Design mul8_seq_ctrl_flat, sky130hd; sources not shown.
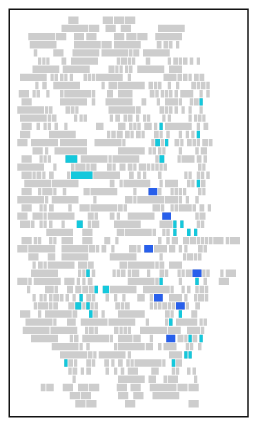
**Above:** selected gate families.
(3 px per um)
legend:
  cyan:
    family: nor cells
    cells: 32
  blue:
    family: xor and xnor cells
    cells: 7
most common logic cell in the routed design: nand2_1
Non-Filler Instances: 753
combinational share of cell area: 39.64%

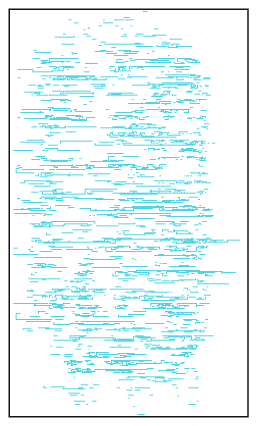
**Above:** M1 wires.
(3 px per um)
wire length on this layer: 3860 um
longest straight run: 29.9 um
met1 usage: 21.45%
DR vias: 3645

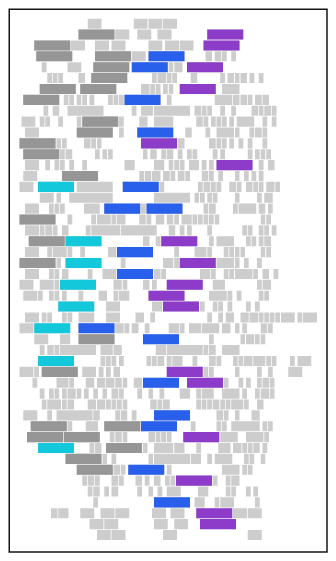
**Above:** where the registers sit.
(4 px per um)
legend:
  purple:
    netlist_name: u_core.r_acc
    flops: 17
  blue:
    netlist_name: u_core.bus.out_prod
    flops: 16
  cyan:
    netlist_name: u_core.r_b
    flops: 8
    where: west
register area: 1677 um^2
sequential power: 1.20 mW

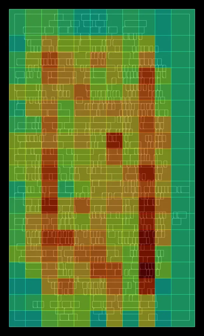
**Above:** congestion heat map.
routed length per instance: 13.80 um
met2 usage in global routing: 40.58%
GRT Total Usage: 21.21%
busiest metal layer after global routing: met2
met3 usage: 3.933%

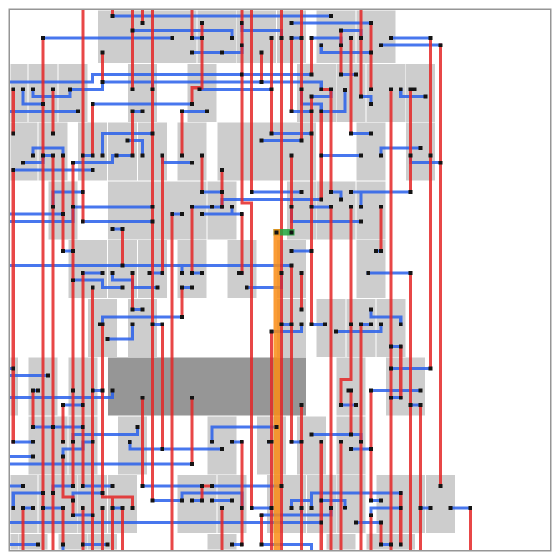
**Above:** close-up of the layout.
Window x 47 to 72, y 89 to 114 um. Cells in grey, sequential cells in the stronger grey; small squares are vias.
legend:
  orange:
    layer: metal 4
  blue:
    layer: metal 1
  green:
    layer: metal 3
  red:
    layer: metal 2
most frequent: nand2_1 (27), inv_1 (15)
sequential cells in the window: 1
cells with their middle in the window: 65

==> flow_metrics.env <==
# yosys + openroad results
export IMPL_n_all_inverters=73
export IMPL_ys_cells=563
export IMPL_finalSetupViolCount=0
export IMPL_top_power_group="combinational logic"
export IMPL_largest_reg_flops=17
export IMPL_num_fill_cells=995
export IMPL_synthCells=563
export IMPL_ys_area_um2=4041
export IMPL_path_buffers=2
export IMPL_wl_met1_mm=3.862
export IMPL_rows=48
export IMPL_taps=125
export IMPL_intPower_mw=2.460
export IMPL_fmax_mhz=317.4
export IMPL_power_per_cell_area_nw_per_um2=914.0
export IMPL_path_class="in2reg"
export IMPL_maxUsedRoutingLayer="met4"
export IMPL_overflow=0
export IMPL_clockRootBuffer="clkbuf_16"
export IMPL_wl_met3_um=323
export IMPL_tightest_slew_ns=0.8645
export IMPL_n_all_buffers=63
export IMPL_final_nets=672
export IMPL_met2_length_mm=5.891
export IMPL_cp_start_kind="primary input"
export IMPL_clock_sinks=67
export IMPL_numCtsBuffers=9
export IMPL_cp_common_cell="nand2_1"
export IMPL_ys_seq_share_pct=41.49
export IMPL_period_used_pct=80.80
export IMPL_holdPathStages=2
export IMPL_gp_congestion=0.9094
export IMPL_synth_area_um2=4041
export IMPL_yosys_cell_types_count=35
export IMPL_layout_min_cycle_time_ns=3.151
export IMPL_cpLargestDelayFamily="simple AND/OR/NAND/NOR gates"
export IMPL_dpl_cell_count=737
export IMPL_vdd_ir_drop_worst_uv=564.0
export IMPL_ys_flops=67
export IMPL_sw_frac_of_total_pct=46.64
export IMPL_r2r_cells=17
export IMPL_end_kind="flip-flop"
export IMPL_comb_power_share_pct=56.2
export IMPL_outcome="completed"
export IMPL_grt_pass1_wl_mm=17.61
[synth_stat cells, drive strengths merged]
library cell  count  area (um^2)
o22ai             8        50.05
and2              2        12.51
a21oi            12        63.81
nor2             30        143.9
ha               16        200.2
nand3            48        250.2
xor2              1        8.760
fa                1        20.02
nor3              2        10.01
buf              12        78.82
nand2           251        987.2
nand4             4        25.02
nand3b            2        15.01
xnor2             6        52.55
o31ai            10        75.07
dfrtp            67         1677
or2               1        6.260
o21ai            15        78.82
clkinv            1        3.750
clkbuf            2        7.510
inv              72        275.3
[cell families after synthesis]
| logic type | synth area share, % |
|---|---|
| adders and majority gates | 5.449 |
| DFF | 41.49 |
| AOI/OAI and AO/OA | 6.625 |
| buffers and inverters | 9.040 |
| and+or+nand+nor | 35.88 |
| xor gates and xnor gates | 1.517 |
No activity file was given, so power comes from the tool's default toggle rates.
